### Clock wires, drivers and flops

Scale bar: 20 um.
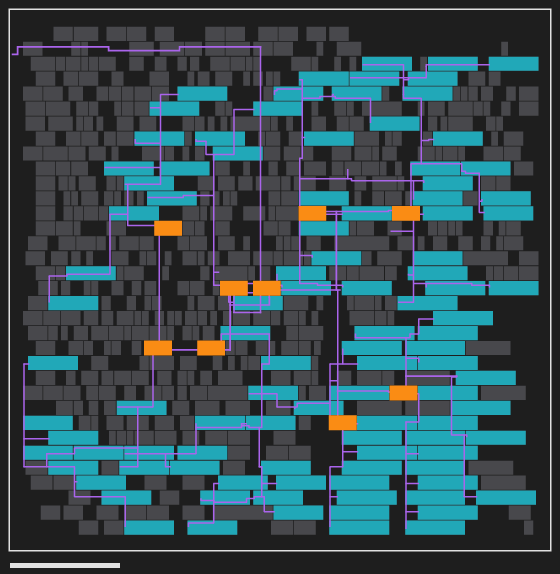
### Signal wires on met4

Supply wires on this layer in gray.
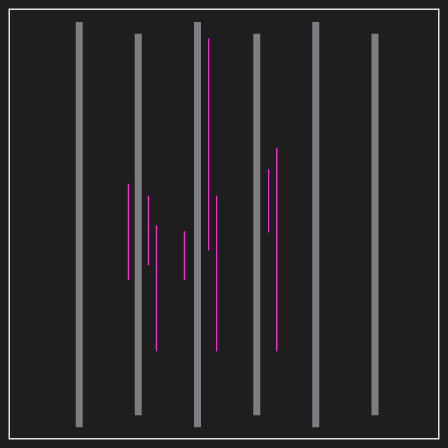
### Sequential cells grouped by signal name

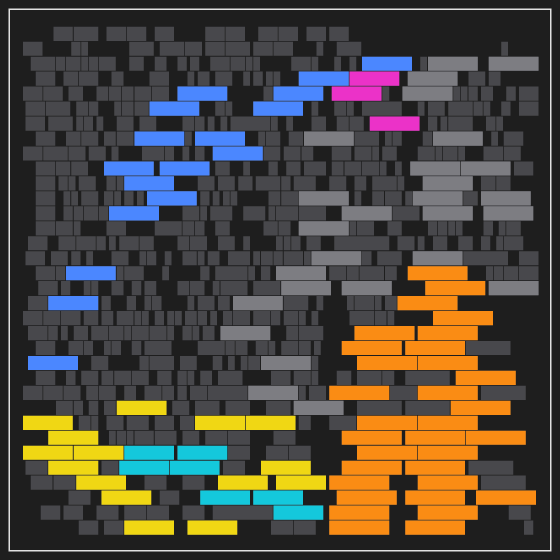
$ cat src/rtl/pcw_line_fetch.sv
// pcw_line_fetch: per-scanline roller lookup, byte prefetch through a small FIFO,
// and 1 bpp serialisation of the fetched bytes onto the pixel stream.
module pcw_line_fetch #(
  parameter int BYTES_PER_LINE = 90,
  parameter int FIFO_DEPTH = 4
) (
  input  logic        i_clk,
  input  logic        i_rst_n,
  input  logic        i_pix_stb,
  input  logic        i_linestart,
  input  logic        i_active,
  input  logic        i_vblank,
  input  logic [8:0]  i_y,
  input  logic [16:0] i_roller_addr,
  input  logic        i_invert,
  output logic        o_mem_rd,
  output logic [16:0] o_mem_addr,
  input  logic        i_mem_ack,
  input  logic [7:0]  i_mem_data,
  output logic        o_pixel,
  output logic        o_underrun
);
  localparam int AW = $clog2(FIFO_DEPTH);
  localparam int CW = AW + 1;
  localparam int BW = $clog2(BYTES_PER_LINE + 1);
  localparam logic [BW-1:0] LAST = BW'(BYTES_PER_LINE - 1);
  typedef enum logic [2:0] {IDLE, ROLL_LO, ROLL_HI, FETCH, DONE} state_t;
  state_t state, nxt;
  logic [16:0] roll_base, line_addr;
  logic [7:0] entry_lo, sr;
  logic [BW-1:0] byte_cnt;
  logic [7:0] fifo [FIFO_DEPTH];
  logic [AW-1:0] wr_ptr, rd_ptr;
  logic [CW-1:0] count;
  logic [2:0] bit_cnt;
  logic gap, ls, ack, push, pop, empty, full, act_stb, at_byte;
  assign ls = i_pix_stb & i_linestart;
  assign ack = i_mem_ack & o_mem_rd;
  assign push = ack & (state == FETCH);
  assign empty = count == '0;
  assign full = count == CW'(FIFO_DEPTH);
  assign act_stb = i_pix_stb & i_active;
  assign at_byte = act_stb & (bit_cnt == 3'd0);
  assign pop = at_byte & ~empty;
  always_ff @(posedge i_clk or negedge i_rst_n)
    if (!i_rst_n) state <= IDLE;
    else state <= nxt;
  always_comb begin
    nxt = state;
    case (state)
      ROLL_LO: if (ack) nxt = ROLL_HI;
      ROLL_HI: if (ack) nxt = FETCH;
      FETCH:   if (ack && byte_cnt == LAST) nxt = DONE;
      default: ;
    endcase
    if (ls) nxt = i_vblank ? IDLE : ROLL_LO;
  end
  // gap forces the one idle cycle between an ack and the next request
  always_comb begin
    o_mem_rd = !gap && (state == ROLL_LO || state == ROLL_HI || (state == FETCH && !full));
    o_mem_addr = state == ROLL_LO ? roll_base :
                 state == ROLL_HI ? roll_base + 17'd1 :
                 state == FETCH   ? line_addr + 17'({byte_cnt, 3'b000}) : '0;
  end
  always_ff @(posedge i_clk or negedge i_rst_n)
    if (!i_rst_n) begin
      gap <= 1'b0;
      roll_base <= '0;
      line_addr <= '0;
      entry_lo <= '0;
      byte_cnt <= '0;
    end else begin
      gap <= ack & ~ls;
      if (ls && !i_vblank) begin
        roll_base <= i_roller_addr + {7'd0, i_y, 1'b0};
        byte_cnt <= '0;
      end else if (push) byte_cnt <= byte_cnt + BW'(1);
      if (ack && state == ROLL_LO) entry_lo <= i_mem_data;
      if (ack && state == ROLL_HI)
        line_addr <= {i_mem_data[7:5], i_mem_data[4:0], entry_lo[7:4], 2'b00, entry_lo[2:0]};
    end
  always_ff @(posedge i_clk)
    if (push) fifo[wr_ptr] <= i_mem_data;
  always_ff @(posedge i_clk or negedge i_rst_n)
    if (!i_rst_n) begin
      wr_ptr <= '0;
      rd_ptr <= '0;
      count <= '0;
    end else if (ls) begin
      wr_ptr <= '0;
      rd_ptr <= '0;
      count <= '0;
    end else begin
      if (push) wr_ptr <= wr_ptr + AW'(1);
      if (pop) rd_ptr <= rd_ptr + AW'(1);
      count <= count + CW'(push) - CW'(pop);
    end
  // an empty FIFO at a byte boundary serialises a blank byte
  always_ff @(posedge i_clk or negedge i_rst_n)
    if (!i_rst_n) begin
      bit_cnt <= '0;
      sr <= '0;
      o_pixel <= 1'b0;
      o_underrun <= 1'b0;
    end else begin
      if (ls && !i_vblank) bit_cnt <= '0;
      else if (act_stb) bit_cnt <= bit_cnt + 3'd1;
      if (act_stb) sr <= bit_cnt != 3'd0 ? {sr[6:0], 1'b0} : empty ? 8'h00 : {fifo[rd_ptr][6:0], 1'b0};
      if (i_pix_stb) o_pixel <= i_active & ((bit_cnt != 3'd0 ? sr[7] : (!empty & fifo[rd_ptr][7])) ^ i_invert);
      if (at_byte && empty) o_underrun <= 1'b1;
    end
endmodule
$ cat config.mk
export PLATFORM = sky130hd
export DESIGN_NAME = pcw_line_fetch
export DESIGN_NICKNAME = d
export VERILOG_FILES = /design/src/rtl/pcw_line_fetch.sv
export SDC_FILE = /design/constraint.sdc
export NUM_CORES = 1
export LEC_CHECK = 0
export CORE_MARGIN = 2
export CORE_UTILIZATION = 63
export CTS_BUF_LIST = sky130_fd_sc_hd__clkbuf_4 sky130_fd_sc_hd__clkbuf_8
export CTS_CLUSTER_SIZE = 16
export DETAILED_ROUTE_END_ITERATION = 8
export PLACE_DENSITY_LB_ADDON = 0.15
export SLEW_MARGIN = 30
export SYNTH_ARGS = -nofsm -noshare
export SYNTH_HDL_FRONTEND = slang
export SYNTH_SLANG_ARGS = --single-unit
$ cat constraint.sdc
create_clock -name i_clk -period 5.6 [get_ports i_clk]
set_clock_uncertainty 0.15 [all_clocks]
set_input_delay 1.12 -clock i_clk [delete_from_list [all_inputs] [get_ports i_clk]]
set_output_delay 1.12 -clock i_clk [all_outputs]
set_load 0.02 [all_outputs]
==> reports/qor.yml <==
floorplanning:
  fp-utilization: 0.644
  fp.dieW_um: 98.2
  die-area_sq_um: 9640
  rows: 34
  chipHeight_um: 98.2
  ios: 62
  fp.coreArea_sq_um: 8680
clock_network:
  clock-sinks: 101
  cts-root-buf: "clkbuf_8"
  cts_made_buffers: 9
  cts_buffer_depth: 2
  cts_resized: 0
  cts_tree: "yes"
  htreeDepth: 3
  postCtsSetupRepairBufs: 0
  clk_pin_slew_ns: 0.10
detailed_routing:
  drcViolationCount: 0
  wl_per_cell_um: 17.7
  final_antenna_net_count: 0
  m1WireLength_um: 5270
  drtIter0Drc: 237
  routed.top_layer: "met4"
  wl_met3_um: 477
  vias_per_cell: 5.99
layout:
  drive_above_1_share: 0.108
  n_antenna_cell: 0
  layout_top_cell: "dfrtp_1"
  comb_area_sq_um: 2750
  fin_cells: 683
  fillers: 639
  fin_area_sq_um: 6470
  most-common-layout-cells: "69 x dfrtp_1, 60 x clkdlybuf4s50_1, 51 x nand2_1"
  fin_nets: 640
  syn_to_final_growth_pct: 15.9
yosys:
  syn_area_sq_um: 5590
  ff_type: "dfrtp_1"
  synth_flops: 101
  syn_nets: 585
  synthDistinctLibCells: 58
  synthCells: 515
  yosys_cells: 515
  postSynthAreaPerCell_sq_um: 10.8
  ys_chip_area_sq_um: 5590
  synth-edff-count: 32
  seq_area_frac_synth: 0.481
  synth_async_sr_flop_share: 0.683
pwr:
  p_sw_frac: 0.356
  p_per_area_nw_per_um2: 378
  p_sw_uw: 871
  peakVddDrop_uv: 283
  p_int_uw: 1570
  combPwrFrac: 0.348
  pwr-share-seq: 0.456
  p_leak_uw: 0.00267
  power.total_uw: 2450
flow_run:
  maxCapViolations: 0
  tool_warnings: 31
timing:
  period_used_share: 0.788
  timing.hold.ws_ns: 0.350
  slew_viol_final: 0
  fmaxAchievable_mhz: 227
  rsz0062_at_grt: "no"
  setup_slack_ns: 1.19
  fin_crit_ns: 4.41
  finalSetupTns_ns: 0
  finalHoldViolations: 0
run_status:
  status: "completed"
critical_path:
  worst-path-max-fanout: 6
  worstPathArrival_ns: 3.14
  required_ns: 4.33
  criticalPathCategory: "register to output port"
  end_kind: "output port"
  critPathLaunchType: "register"
global_route:
  grt_pass1_vias: 4141
  grt_max_degree: 70
  grtUsageTotal: 0.266
  grt_first_pass_wirelength_um: 20300
  overflow: 0
  antenna_found_initial: 0
worst_hold_path:
  hold_class: "register to register"
placement:
  hpwl_um: 9070
  io_buffer_count: 61
  pre_cts_slack_ns: 1.42
  gp_congestion: 0.858
  postPlaceCellArea_sq_um: 6250
  dp_cells: 667
## Picture notes: 'Clock wires, drivers and flops'
- purple: clock wires (length 1060 um)
- cyan: flip-flops (count 101)
- orange: cells driving clock nets (count 9)
- flops lie: widely spread
- routed clock nets: 10
Clock Latency Late Sink: 0.36 ns
Clk network pwr share: 0.196
P_clk: 480 uW

## Picture notes: 'Signal wires on met4'
- main direction: vertical
- share of all routed wire: 1.8%
- longest straight run: 48.3 um
- wire length on this layer: 221 um
- nets with wire on the layer: 6
total wire length: 12100 um
DR vias: 4090

## Picture notes: 'Sequential cells grouped by signal name'
- magenta: count (sequential cells 3)
- cyan: entry_lo (sequential cells 7)
- blue: roll_base (sequential cells 17)
- yellow: line_addr (sequential cells 15)
- orange: fifo (sequential cells 32; where bottom right)
Reg area: 2690 sq um
Power Sequential: 1110 uW
Util after Layout: 0.746

==> registers in the layout (all words and copies together), names as in the netlist <==
name	flops
gap	1
o_underrun	1
count	3
byte_cnt	7
line_addr	15
entry_lo	7
o_pixel	1
bit_cnt	3
roll_base	17
state	3
fifo	32
wr_ptr	2
rd_ptr	2
sr	7
==> worst paths after layout <==
check                            start              to  slack [ns]  cells past startpoint
min                              sr[3]           sr[3]        0.35                      2
max reg2reg                   state[0]        count[2]        1.97                     12
min reg2reg                      sr[3]           sr[3]        0.35                      2
max                        byte_cnt[2]  o_mem_addr[15]        1.19                      9
max in group asynchronous      i_rst_n     byte_cnt[4]        4.16                      2
min in group asynchronous      i_rst_n           sr[4]        0.70                      2
==> routing by layer <==
| layer | vias to the layer above | global-route usage |
|---|---|---|
| met2 | 108 | 0.455 |
| met5 | - | 0 |
| met1 | 2002 | 0.359 |
| met4 | 0 | 0.0717 |
| met3 | 17 | 0.0401 |
| li1 | 1963 | - |
==> critical path: stages, from the launching register on <==
cell and delay [ns]:
dfrtp_1 0.46, ha_1 0.24, fa_1 0.42, a211o_1 0.28, a21oi_1 0.21, nor2b_1 0.08
xor2_1 0.15, a222oi_1 0.27, nor2_1 0.07, clkdlybuf4s50_1 0.58
==> power groups by stage <==
stage | Sequential [uW] | Combinational (uW) | Clock (uW)
3_5_place_dp | 1130 | 848 | 0
4_1_cts | 1110 | 856 | 489
5_1_grt | 1140 | 938 | 520
3_3_place_gp | 1120 | 823 | 0
2_1_floorplan | 1040 | 631 | 0
6_report | 1110 | 851 | 480
==> final cells by class <==
type,count,area share
clock buffer,10,0.0203
clock inverter,6,0.0128
inverter,17,0.00986
multi-input combinational,378,0.425
sequential,101,0.415
tap,108,0.0209
timing repair buffer,63,0.0965
==> kinds of logic (layout without fill, tap and decap cells) <==
| family | Yosys count | count (layout) | synth area share |
|---|---|---|---|
| adders and majority gates | 28 | 28 | 0.0667 |
| DFF | 101 | 101 | 0.481 |
| and+or+nand+nor | 163 | 163 | 0.139 |
| buffers and inverters | 36 | 96 | 0.0275 |
| xor gates and xnor gates | 43 | 43 | 0.0674 |
| muxes | 37 | 37 | 0.0903 |
| AOI/OAI and AO/OA | 107 | 107 | 0.128 |
==> synth_stat cells (3+ instances only) <==
library cell / number / area share
clkbuf_1: 11 / 0.0074
nand3_1: 13 / 0.012
nand2b_1: 6 / 0.0067
o21ai_0: 31 / 0.028
buf_2: 3 / 0.0027
dfrtp_1: 69 / 0.31
nor2b_1: 8 / 0.0090
a22oi_1: 14 / 0.019
a31oi_1: 3 / 0.0034
nor3_1: 6 / 0.0054
and2_1: 7 / 0.0078
xnor2_1: 20 / 0.031
inv_1: 16 / 0.011
mux4_2: 8 / 0.032
nor2_1: 43 / 0.029
a211oi_1: 3 / 0.0040
a21oi_1: 19 / 0.017
o21a_1: 5 / 0.0067
mux2_2: 27 / 0.054
nand2_1: 51 / 0.034
or3_1: 3 / 0.0034
and3_1: 8 / 0.0090
edfxtp_1: 32 / 0.17
a211o_1: 3 / 0.0047
xor2_1: 23 / 0.036
a21o_1: 8 / 0.011
fa_1: 3 / 0.011
ha_1: 25 / 0.056
nand4_1: 7 / 0.0078
No activity file was given, so power comes from the tool's default toggle rates.
